`src/rtl/sort_pipe_arbiter.sv`:
```
// rtl/sort_pipe_arbiter.sv - round-robin front end and credit-protected result FIFO for a shared 4-input sort pipeline
module sort_pipe_arbiter #(
   parameter int NUM_REQ    = 4,
   parameter int WIDTH      = 5,
   parameter int PIPE_LAT   = 3,
   parameter int FIFO_DEPTH = 4,
   parameter int IDW        = $clog2(NUM_REQ)
) (
   input  logic                     clk,
   input  logic                     rst_n,
   input  logic [NUM_REQ-1:0]       req_valid,
   input  logic [NUM_REQ*4*WIDTH-1:0] req_data,
   output logic [NUM_REQ-1:0]       req_ready,
   output logic                     pipe_in_valid,
   output logic [4*WIDTH-1:0]       pipe_in_data,
   input  logic                     pipe_out_valid,
   input  logic [4*WIDTH-1:0]       pipe_out_data,
   output logic                     rsp_valid,
   input  logic                     rsp_ready,
   output logic [IDW-1:0]           rsp_id,
   output logic [4*WIDTH-1:0]       rsp_data,
   input  logic                     err_clr,
   output logic                     err_unexpected,
   output logic                     err_missing
);
   localparam int DW = 4 * WIDTH;
   localparam int CW = $clog2(FIFO_DEPTH) + 1;
   localparam int AW = $clog2(FIFO_DEPTH);

   logic [CW-1:0]  credits;
   logic [IDW-1:0] rr_ptr;
   logic           gnt_found;
   logic [IDW-1:0] gnt_idx;
   logic           accept;
   logic           pop;

   // First valid requester at or after rr_ptr, wrapping.
   always_comb begin
      gnt_found = 1'b0;
      gnt_idx   = '0;
      for (int k = 0; k < NUM_REQ; k++) begin
         if (!gnt_found && req_valid[(int'(rr_ptr) + k) % NUM_REQ]) begin
            gnt_found = 1'b1;
            gnt_idx   = IDW'((int'(rr_ptr) + k) % NUM_REQ);
         end
      end
   end

   // Gated by rst_n so no grant is shown while reset is held.
   assign accept = rst_n && gnt_found && (credits != '0);

   always_comb begin
      req_ready = '0;
      if (accept) req_ready[gnt_idx] = 1'b1;
   end

   assign pop = rsp_valid && rsp_ready;

   always_ff @(posedge clk or negedge rst_n) begin
      if (!rst_n) begin
         credits       <= CW'(FIFO_DEPTH);
         rr_ptr        <= '0;
         pipe_in_valid <= 1'b0;
         pipe_in_data  <= '0;
      end else begin
         pipe_in_valid <= accept;
         if (accept) begin
            pipe_in_data <= req_data[gnt_idx*DW +: DW];
            rr_ptr       <= (gnt_idx == IDW'(NUM_REQ-1)) ? '0 : gnt_idx + 1'b1;
         end
         if (accept && !pop)
            credits <= credits - 1'b1;
         else if (pop && !accept && credits != CW'(FIFO_DEPTH))
            credits <= credits + 1'b1;
      end
   end

   // Tag line: last stage lines up with the sorter's output register.
   logic [PIPE_LAT:0] tag_v;
   logic [IDW-1:0]    tag_id [0:PIPE_LAT];
   logic              last_v;

   always_ff @(posedge clk or negedge rst_n) begin
      if (!rst_n) begin
         tag_v <= '0;
         for (int k = 0; k <= PIPE_LAT; k++) tag_id[k] <= '0;
      end else begin
         tag_v     <= {tag_v[PIPE_LAT-1:0], accept};
         tag_id[0] <= gnt_idx;
         for (int k = 1; k <= PIPE_LAT; k++) tag_id[k] <= tag_id[k-1];
      end
   end

   assign last_v = tag_v[PIPE_LAT];

   logic [IDW+DW-1:0] mem [FIFO_DEPTH];
   logic [AW:0]       wr_ptr, rd_ptr;
   logic              full, empty, wr_en;

   assign empty = (wr_ptr == rd_ptr);
   assign full  = (wr_ptr[AW] != rd_ptr[AW]) && (wr_ptr[AW-1:0] == rd_ptr[AW-1:0]);
   assign wr_en = pipe_out_valid && last_v && (!full || pop);

   always_ff @(posedge clk or negedge rst_n) begin
      if (!rst_n) begin
         wr_ptr <= '0;
         rd_ptr <= '0;
         for (int k = 0; k < FIFO_DEPTH; k++) mem[k] <= '0;
      end else begin
         if (wr_en) begin
            mem[wr_ptr[AW-1:0]] <= {tag_id[PIPE_LAT], pipe_out_data};
            wr_ptr              <= wr_ptr + 1'b1;
         end
         if (pop) rd_ptr <= rd_ptr + 1'b1;
      end
   end

   assign rsp_valid          = !empty;
   assign {rsp_id, rsp_data} = mem[rd_ptr[AW-1:0]];

   logic set_unexp, set_miss;
   assign set_unexp = pipe_out_valid && (!last_v || (full && !pop));
   assign set_miss  = last_v && !pipe_out_valid;

   // A new error in the clearing cycle takes priority over err_clr.
   always_ff @(posedge clk or negedge rst_n) begin
      if (!rst_n) begin
         err_unexpected <= 1'b0;
         err_missing    <= 1'b0;
      end else begin
         if (set_unexp)    err_unexpected <= 1'b1;
         else if (err_clr) err_unexpected <= 1'b0;
         if (set_miss)     err_missing    <= 1'b1;
         else if (err_clr) err_missing    <= 1'b0;
      end
   end
endmodule

```
`config.mk`:
```
export PLATFORM = sky130hd
export DESIGN_NAME = sort_pipe_arbiter
export DESIGN_NICKNAME = d
export VERILOG_FILES = /design/src/rtl/sort_pipe_arbiter.sv
export SDC_FILE = /design/constraint.sdc
export NUM_CORES = 1
export LEC_CHECK = 0
export ABC_AREA = 1
export ABC_CLOCK_PERIOD_IN_PS = 3200
export CAP_MARGIN = 25
export CORE_MARGIN = 5
export CORE_UTILIZATION = 45
export CTS_BUF_LIST = sky130_fd_sc_hd__clkbuf_4
export DETAILED_ROUTE_END_ITERATION = 16
export PLACE_DENSITY = 0.73
export SYNTH_ARGS = -nofsm -noshare
export SYNTH_HDL_FRONTEND = slang
export SYNTH_SLANG_ARGS = --single-unit
```
`constraint.sdc`:
```
create_clock -name clk -period 3.2 [get_ports clk]
set_input_delay 0.64 -clock clk [delete_from_list [all_inputs] [get_ports clk]]
set_output_delay 0.64 -clock clk [all_outputs]
set_load 0.05 [all_outputs]
```
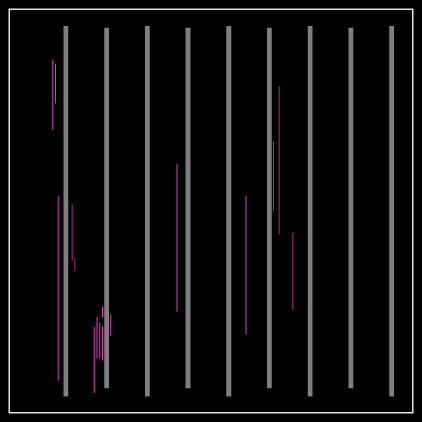
*M4 wires, run 1*
(3 px per µm) Supply wires on this layer in grey.
nets with wire on the layer: 14
longest straight run: 61.2 µm
share of all routed wire: 2.1%
Final Routed Wirelength: 18.3 mm
DR vias: 6445

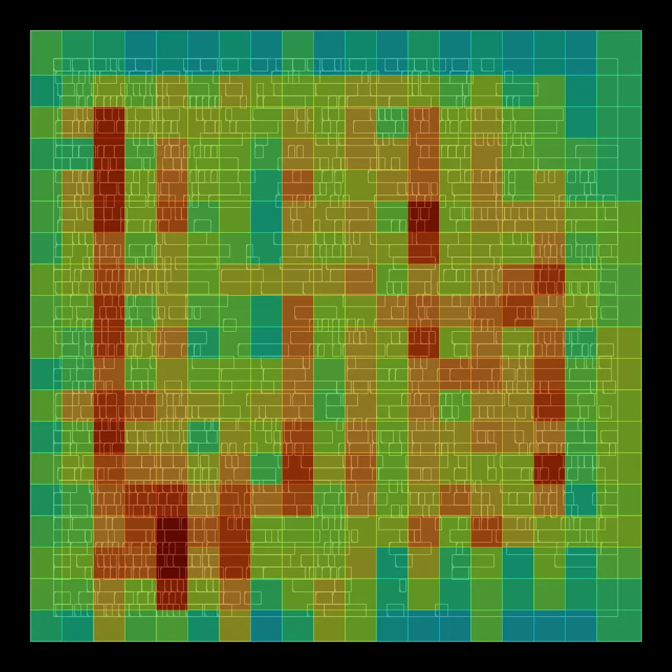
*Congestion heat map, run 1*
gr busiest metal: met2
met3 Usage GRT: 0.0844
WL/cell: 14.4 µm
Final Core Density: 0.600
met1 global-route usage: 0.259

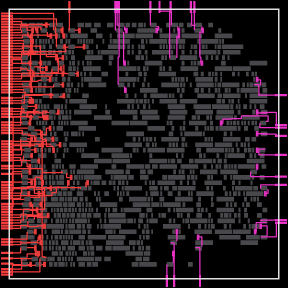
*I/O nets highlighted, run 1*
(2 px per µm)
| port | colour | bits | direction | edge | end cells | buffers | wire |
|---|---|---|---|---|---|---|---|
| `pipe_out_data` | magenta | 20 | input | 9 right, 8 top, 3 bottom | 20 | 20 | 422 µm |
| `req_data` | red | 80 | input | 79 left, 1 top | 80 | 80 | 1490 µm |
number of port buffers: 158
Boundary Pins: 159

==> deck_impl_summary.md, run 1 <==
Flow Results at a Glance

Run status
  • Status: complete, no violations

Synthesis
  • Yosys stat area: 6920 µm²
  • Seq/Total Area, Yosys: 0.481
  • Synth cell types: 26
  • Most common library cells after synthesis: nand2_1, o21ai_0, dfrtp_1, inv_1, nand3_1
  • Post-synth EDFFs: 0
  • Count leader, synth: nand2_1
  • Synth Area per Inst: 7.56 µm²
  • Primary FF master, synth: dfrtp_1
  • Yosys Instances: 915
  • Fraction of registers with async set/reset: 1.00
  • Cell accounting for the most synthesized area: dfrtp_1
  • Syn Inst Count: 915
  • Post-Syn Nets: 1034
  • Mapped Area: 6920 µm²
  • Synth Warn #: 0

Pwr
  • Switching Share: 0.516
  • Sequential Power Share: 0.257
  • Clk. pwr: 1.12 mW
  • P_int: 5.49 mW
  • Sw Pwr: 5.85 mW
  • Leakage: 4.63 nW
  • Total chip power: 11.3 mW
  • P_comb: 7.31 mW
  • Clock power frac: 0.098
  • Power Dens Cells: 1250 nW/µm²
  • Leading power group: combinational cells
  • Peak VDD IR: 1.05 mV
  • Comb pwr share: 0.645

Setup path
  • CP max FO: 4
  • Critical path capture point: req_ready[1]
  • Reg2Reg Setup Slack: 860 ps
  • WP data arrival: 2490 ps
  • Worst Path Class, Setup: input pin to primary output
  • Critical R2R Launch: rr_ptr[0]
  • R2R Path End: credits[2]
  • Crit path from: req_valid[3]
  • WP data required: 2560 ps
  • Setup crit end kind: primary output
  • Worst-case reg-to-reg path depth: 15
  • Worst setup SP type: input pin

Timing
  • Post-layout period usage of the worst path: 0.979
  • Worst Max-Slew Pin Slew: 794 ps
  • Max Clk Rate: 0.319 GHz
  • Clock Skew: 11.3 ps
  • Tmin final: 3130 ps
  • Final setup violation count: 0
  • Final Hold Viols: 0
  • Unrepaired setup endpoints after global routing: yes
  • Max Slew Vio Count: 0
  • Relative slew margins: 0.470

Run
  • Log Warnings: 36
  • Max-cap viol count: 0

CTS
  • Max Root-Sink Buffers: 2
  • # H-tree levels: 4
  • Num CTS Buffers: 17
  • Reg clk slew, reported paths: 100 ps
  • Latest clock arrival within the worst-skew pair: 520 ps
  • Clock root buffer: clkbuf_4
  • CTS Sinks: 133
  • CTS Hold Bufs: 0
  • CTS tree: done

Detailed routing
  • DRC viols: 0
  • Drt initial violations: 375
  • Antenna viol nets, final: 0
  • First-pass DRT Iterations: 5
  • Vias per cell: 5.07

Cells and area
  • Most frequent cells in the layout: nand2_1, o21ai_0, dfrtp_1, clkdlybuf4s50_1, inv_1
  • Max reg flops: 88
  • Regs by FF count: mem (88), pipe_in_data (20), tag_id (8)
  • Reg with most FFs: mem
  • Area Overhead vs Synth: 31.2%
  • Share of post-route cells with drive strength above 1: 0.118
  • Most frequent logic cell in the layout: nand2_1
  • Final net count: 1188

Global route
  • Total Routing Usage GR: 0.203
  • Vias in the first global route: 6162
  • First-pass GRT wire length: 29.8 mm
  • GRT overflow: 0
  • Antenna violations before repair: 0

Floorplanning
  • Cell Rows: 45
  • Pre-Place Util: 0.457
  • Die width: 134 µm
  • Die area: 18000 µm²
  • Die H: 134 µm
  • Core area: 15100 µm²

Hold path
  • HP Class: input pin to asynchronous set/reset pin

Placement
  • Post-placement cell area: 8600 µm²
  • DP Wirelength: 12.1 mm
  • Gpl congestion: 0.905
[run 1: layer usage]
metal	GRT usage	wire length (µm)	vias up
met1	0.259	7850	2910
met5	0	0	-
li1	-	-	3232
met3	0.0844	1900	40
met2	0.318	8130	263
met4	0.0600	379	0
[run 1: through the flow]
stage                     worst slack, ps  instances  TNS (ps)  hold WS (ps)
final                                68.7       1270         0           214
after global placement               64.2       1229         0           333
after CTS                            11.6       1261         0           228
after floorplan                       171        915         0           331
after detailed placement            -24.9       1229     -24.9           335
after global routing                -72.8       1269      -235           202
[run 1: kinds of logic (layout without fill, tap and decap cells)]
| logic type | Yosys count | after routing | share of synthesized area |
|---|---|---|---|
| buffers and inverters | 186 | 352 | 0.111 |
| and+or+nand+nor | 414 | 414 | 0.256 |
| xor gates and xnor gates | 7 | 7 | 0.00886 |
| adders and majority gates | 10 | 10 | 0.0192 |
| DFF | 133 | 133 | 0.481 |
| AOI/OAI and AO/OA | 165 | 165 | 0.124 |
| other | 0 | 1 | 0 |
[run 1: layout make-up]
cell class | count | area, µm²
fillers | 1390 | 6060
flip-flops and latches | 133 | 3330
multi-input cells | 596 | 2930
repair buffers | 188 | 1800
inverters | 132 | 505
well taps | 188 | 235
clock buffers | 19 | 143
clock inverters | 12 | 138
repair inverters | 1 | 5.00
diodes | 1 | 2.50
[run 1: critical path: stages]
cell and delay, ps:
clkdlybuf4s50_1 480, inv_1 60, nand2_1 70, nand3_1 120, nand2_2 140, nor2_4 70, nand2_1 80, nand3_2 110
nand2_4 120, buf_6 100, ha_2 160, inv_2 30, nor2_2 120, buf_6 170
[run 1: repair_timing]
item | in CTS | in global routing
cloned | 0 | 1
endpoints found under the setup margin | 4 | 4
buffers inserted | 1 | 7
resized | 4 | 41
pin swaps | 0 | 10
### Routed clock nets over the placement, run 1

(3 px per µm)
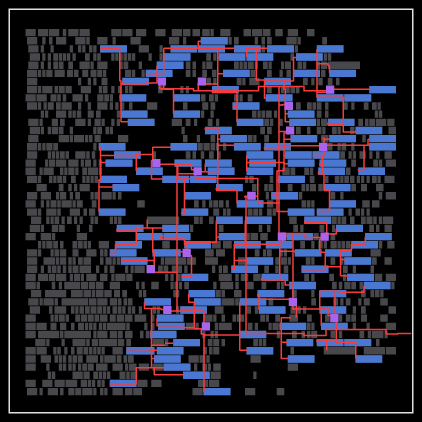

==> inputs of run 2 (changes only) <==
CELL_PAD_IN_SITES_DETAIL_PLACEMENT = 1   (was not set)
CELL_PAD_IN_SITES_GLOBAL_PLACEMENT = 1   (was not set)
CORE_UTILIZATION = 40   (was 45)
CTS_CLUSTER_DIAMETER = 120   (was not set)
PLACE_DENSITY = not set   (was 0.73)
PLACE_DENSITY_LB_ADDON = 0.1   (was not set)
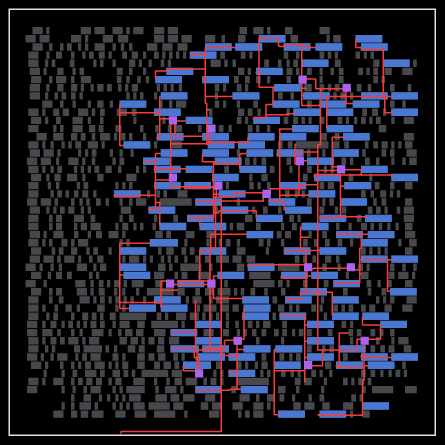
*Routed clock nets over the placement, run 2*
(3 px per µm)
[clock wires] red | length: 1700 µm
[cells driving clock nets] purple | count: 17
[flip-flops] blue | count: 133
routed clock nets: 18
latest clock arrival within the worst-skew pair: 550 ps
Clock Skew: 16.6 ps
Clock power frac: 0.101
Clk. pwr: 1.17 mW

==> run 2 against run 1 <==
Net effect: clock power rose by 4%; combinational power rose by 2%; design area up 1.7%; global-route usage rose by 0.093 points.
==> deck_impl_summary.md, run 2 <==
Flow Results at a Glance

Cells and area
  • Regs by FF count: mem (88), pipe_in_data (20), tag_id (8)
  • Final Core Density: 0.539 (-0.0603)
  • Most frequent cells in the layout: nand2_1, o21ai_0, dfrtp_1, clkdlybuf4s50_1, inv_1
  • Fillers: 2104 (+51%)
  • Final Non-Filler Cells: 1308 (+3.0%)

CTS
  • CTS tree: done
  • Num CTS Buffers: 17 (unchanged)
  • # H-tree levels: 4 (unchanged)
  • CTS Sinks: 133 (unchanged)
  • Reg clk slew, reported paths: 120 ps (+20 ps)

Run status
  • Status: complete, no violations

Placement
  • Placed cells: 1265 (+2.9%)
  • Post-Place Worst Slack: 21.8 ps (+46.7 ps)
  • Gpl congestion: 0.807 (-11%)
  • DP Wirelength: 13.6 mm (+12%)

Floorplanning
  • Die H: 142 µm (+5.6%)
  • Boundary Pins: 159 (unchanged)
  • Die area: 20000 µm² (+12%)
  • Cell Rows: 48 (+6.7%)
  • Pre-Place Util: 0.404 (-0.0526)

Setup path
  • Top delay family on crit path: simple AND/OR/NAND/NOR gates
  • Crit path depth: 15 (+1)
  • CP max FO: 8 (+4)
  • WP data required: 2560 ps (about the same)
  • Critical path capture point: req_ready[1]
  • Setup crit end kind: primary output

Pwr
  • P_int: 5.51 mW (+0.47%)
  • Sw Pwr: 6.08 mW (+4.0%)
  • Leakage: 4.66 nW (+0.60%)
  • Power Dens Cells: 1260 nW/µm² (+0.65%)

Global route
  • Antenna violations before repair: 1 (+1)
  • First-pass GRT wire length: 33.1 mm (+11%)
  • Total Routing Usage GR: 0.204 (+0.000933)

Timing
  • Setup TNS: 0 ps (unchanged)
  • Relative slew margins: 0.471 (+0.000721)
  • Max Clk Rate: 0.319 GHz (about the same)
  • Final setup violation count: 0 (unchanged)

Synthesis
  • Yosys Instances: 915 (unchanged)
  • Syn Inst Count: 915 (unchanged)
  • Seq/Total Area, Yosys: 0.481 (unchanged)
  • Post-Syn Nets: 1034 (unchanged)
  • Mapped Area: 6920 µm² (unchanged)
  • Fraction of registers with async set/reset: 1.00 (unchanged)
  • Post-synth EDFFs: 0 (unchanged)

Detailed routing
  • First-pass DRT Iterations: 4 (-1)
  • Drt initial violations: 335 (-11%)
  • Final Routed Wirelength: 20.4 mm (+11%)
  • WL/cell: 15.6 µm (+8.2%)
  • DRC viols: 0 (unchanged)
  • Vias per cell: 4.93 (-2.8%)

Run
  • Max-cap viol count: 0 (unchanged)
-- run 2: cell families (layout without fill, tap and decap cells) --
family                   count (synthesis)  after routing  synth area share
AND-OR/OR-AND                          165            165             0.124
XOR/XNOR                                 7              7           0.00886
AND/OR/NAND/NOR                        414            414             0.256
other                                    0              1                 0
buffers and inverters                  186            353             0.111
adder cells (fa/ha/maj)                 10             10            0.0192
flip-flops                             133            133             0.481
-- run 2: layout make-up --
class                           count  area [µm²]  share of cell area
Sequential cell                   133        3330               0.361
Multi-Input combinational cell    596        2980               0.323
Timing Repair Buffer              188        1830               0.198
Inverter                          132         505              0.0548
Tap cell                          225         282              0.0305
Clock inverter                     14         160              0.0173
Clock buffer                       18         135              0.0146
Timing Repair inverter              1        6.26            0.000678
Antenna cell                        1        2.50            0.000271
-- run 2: routing by layer --
layer / GRT usage / share of wire / routed length [µm] / up-vias
met3: 0.0664 / 0.067 / 1370 / 11
met5: 0 / 0 / 0 / -
met4: 0.0561 / 0.011 / 217 / 0
met2: 0.335 / 0.48 / 9720 / 143
li1: - / - / - / 3238
met1: 0.260 / 0.44 / 9040 / 3062
-- run 2: worst min path at each step --
stage,cells past startpoint,slack (ps),endpoint,from
detailed placement,0,340,tag_v[3],tag_v[2]
floorplan,0,330,tag_id[0],tag_id[2]
CTS,2,200,mem[74],rst_n
global route,2,230,mem[74],rst_n
global placement,0,330,tag_id[5],tag_id[7]
finish,2,160,mem[74],rst_n
-- run 2: timing repair --
item | 4_1_cts | 5_1_grt
hold buffers | 0 | 0
pin swaps | 2 | 17
cloned | 0 | 1
setup endpoints to repair | 4 | 4
endpoints found under the hold margin | 0 | 0
gates resized | 9 | 45
setup buffers | 5 | 4
==> inputs of run 3 (changes only) <==
CTS_CLUSTER_DIAMETER = 40   (was 120)
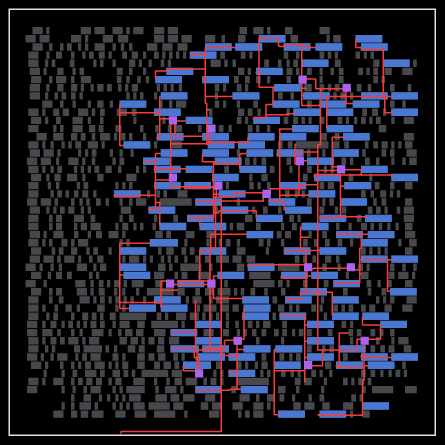
*Routed clock nets over the placement, run 3*
(3 px per µm)
[clock wires] red | length: 1700 µm
[flip-flops] blue | count: 133
[cells driving clock nets] purple | count: 17
routed clock nets: 18

==> run 3 against run 2 <==
Net effect: clock power about the same; via count unchanged; count of clock-buffer cells in the layout stayed put; first-iteration DRC count is the same; combinational power barely moved; worst setup slack unchanged; synthesized cell count is the same; flip-flop count stayed put; wire length did not move; maximum frequency unchanged; clock skew unchanged; area after synthesis unchanged; largest cell class unchanged.
==> deck_impl_summary.md, run 3 <==
Flow Results at a Glance

Cells and area
  • Comb area share: 0.323 (unchanged)
  • Final net count: 1188
  • CLK BUF: 18 (unchanged)
  • Flop count: 133 (unchanged)
  • Inverters: 133 (unchanged)
  • Most frequent cells in the layout: nand2_1, o21ai_0, dfrtp_1, clkdlybuf4s50_1, inv_1
  • Fillers: 2104 (unchanged)
  • Area Overhead vs Synth: 33.4%
  • Biggest Area Class: sequential cells
  • Non-clk bufs: 188 (unchanged)
  • Final Non-Filler Cells: 1308 (unchanged)
  • Seq area share: 0.361 (unchanged)
  • Flop area: 3330 µm² (unchanged)
  • Gate Area: 2980 µm² (unchanged)
  • Logic Gate Count: 596 (unchanged)
  • Regs by FF count: mem (88), pipe_in_data (20), tag_id (8)
  • ClkCell Share: 0.0320 (unchanged)
  • Ant. Diodes: 1 (unchanged)
  • Non-clock buffer share: 0.198 (unchanged)

Synthesis
  • XOR Share, Synth: 0.00886 (unchanged)
  • Post-synth EDFFs: 0 (unchanged)
  • Yosys Instances: 915 (unchanged)
  • Fraction of registers with async set/reset: 1.00 (unchanged)
  • Syn Inst Count: 915 (unchanged)
  • Dominant combinational family: simple AND/OR/NAND/NOR gates
  • Mux share: 0 (unchanged)
  • AO/OA Area Share: 0.124 (unchanged)
  • Simple-gate area share of the yosys netlist: 0.256 (unchanged)
  • Top-area cell share: 0.477
  • Post-Syn Nets: 1034 (unchanged)
  • Mapped Area: 6920 µm² (unchanged)
  • Yosys stat area: 6920 µm²
  • Seq/Total Area, Yosys: 0.481 (unchanged)
  • Primary FF master, synth: dfrtp_1
  • Adder Share, Synth: 0.0192 (unchanged)

Hold path
  • HP Class: input pin to asynchronous set/reset pin

Run status
  • Status: complete, no violations

Detailed routing
  • Drt initial violations: 335 (unchanged)
  • DRC viols: 0 (unchanged)
  • Final Routed Wirelength: 20.4 mm (unchanged)
  • WL/cell: 15.6 µm (unchanged)
  • First-pass DRT Iterations: 4 (unchanged)
  • Vias per cell: 4.93 (unchanged)

Global route
  • M2 GR Usage: 0.335 (unchanged)
  • Met3 Usage GRT: 0.0664 (unchanged)
  • Antenna violations before repair: 1 (unchanged)
  • First-pass GRT wire length: 33.1 mm (unchanged)
  • Gr busiest metal: met2
  • Met1 global-route usage: 0.260 (unchanged)
  • Total Routing Usage GR: 0.204 (unchanged)

Placement
  • Gpl congestion: 0.807 (unchanged)
  • Placed cells: 1265 (unchanged)
  • DP Wirelength: 13.6 mm (unchanged)

Pwr
  • Peak VDD IR: 0.594 mV
  • Leakage: 4.66 nW (unchanged)
  • Total chip power: 11.6 mW
  • Power Dens Cells: 1260 nW/µm² (unchanged)

Setup path
  • Worst setup SP type: flop
  • Top delay family on crit path: simple AND/OR/NAND/NOR gates
  • Setup crit end kind: primary output
  • Critical path's most frequent cell: nand2_2
  • CP max FO: 8 (unchanged)
  • WP data required: 2560 ps (about the same)

Timing
  • Final setup violation count: 0 (unchanged)
  • Clock Skew: 16.6 ps (unchanged)
  • Relative slew margins: 0.471 (unchanged)
  • Max Clk Rate: 0.319 GHz (unchanged)

CTS
  • Latest clock arrival within the worst-skew pair: 550 ps (about the same)
  • Reg clk slew, reported paths: 120 ps (about the same)
  • CTS Sinks: 133 (unchanged)
  • # H-tree levels: 4 (unchanged)
  • Clock root buffer: clkbuf_4
  • CTS tree: done
  • Num CTS Buffers: 17 (unchanged)

Floorplanning
  • Cell Rows: 48 (unchanged)
  • Pre-Place Util: 0.404 (unchanged)
  • Boundary Pins: 159 (unchanged)
  • Die H: 142 µm (unchanged)
  • Die area: 20000 µm² (unchanged)
  • N_taps: 225 (unchanged)
  • Die width: 142 µm

Run
  • Max-cap viol count: 0 (unchanged)
==> run 3: final timing paths <==
path	startpoint	endpoint	slack (ps)	depth (start not counted)
min	rst_n	mem[74]	160	2
max in group asynchronous	rst_n	pipe_in_data[0]	2440	2
max	rr_ptr[0]	req_ready[1]	70	15
max reg2reg	rr_ptr[0]	pipe_in_data[6]	830	17
min in group clk	tag_id[5]	tag_id[3]	360	0
min reg2reg	tag_id[5]	tag_id[3]	360	0
==> run 3: stage by stage <==
stage               hold slack, ps   util  TNS (ps)  setup WS, ps
floorplan                      331      -         0           171
CTS                            201  0.528         0          8.41
global placement               333  0.507         0          85.1
global route                   231  0.539      -346          -108
detailed placement             336  0.507         0          21.8
finish                         164  0.539         0          65.9
==> run 3: where the power goes <==
group / internal, mW / switching [mW]
Clock: 0.543 / 0.629
Combinational: 2.49 / 5.00
Sequential: 2.48 / 0.453
Total: 5.51 / 6.08
==> run 3: cell families (layout without fill, tap and decap cells) <==
group                      count (synthesis)  after routing
DFF                                      133            133
xor gates and xnor gates                   7              7
other                                      0              1
buffers and inverters                    186            353
and+or+nand+nor                          414            414
AOI/OAI and AO/OA                        165            165
adders and majority gates                 10             10
==> run 3: metal layers <==
| metal | up-vias | share of wire |
|---|---|---|
| met5 | - | 0 |
| li1 | 3238 | - |
| met1 | 3062 | 0.44 |
| met2 | 143 | 0.48 |
| met3 | 11 | 0.067 |
| met4 | 0 | 0.011 |
==> run 3: what timing repair did <==
| item | in CTS | in global routing |
|---|---|---|
| setup endpoints to repair | 4 | 4 |
| buffers inserted | 5 | 4 |
| hold buffers | 0 | 0 |
| resized | 9 | 45 |
| cloned | 0 | 1 |
| pin swaps | 2 | 17 |

==> screenshots <==
Cell density map.
Plate I
(3 px per µm) 14 x 14 tiles, from dark blue (low) to red (high), 0 to 100% covered.
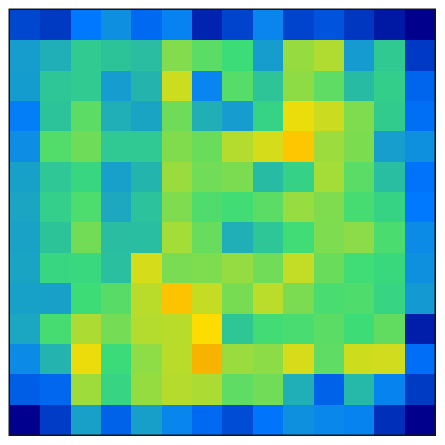
Plate II
(3 px per µm) 13 x 13 tiles, from dark blue (low) to red (high), 0 to 100% covered.
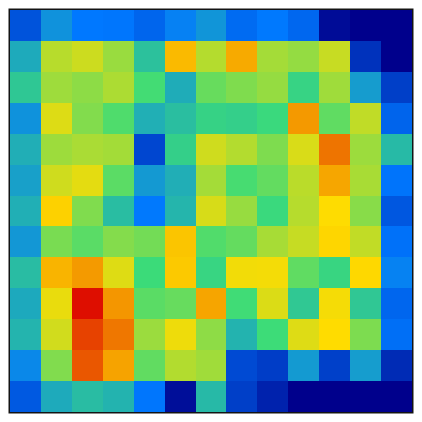
- run 1 = Plate II
- run 2 = Plate I

Power and IR drop assume default switching activity.
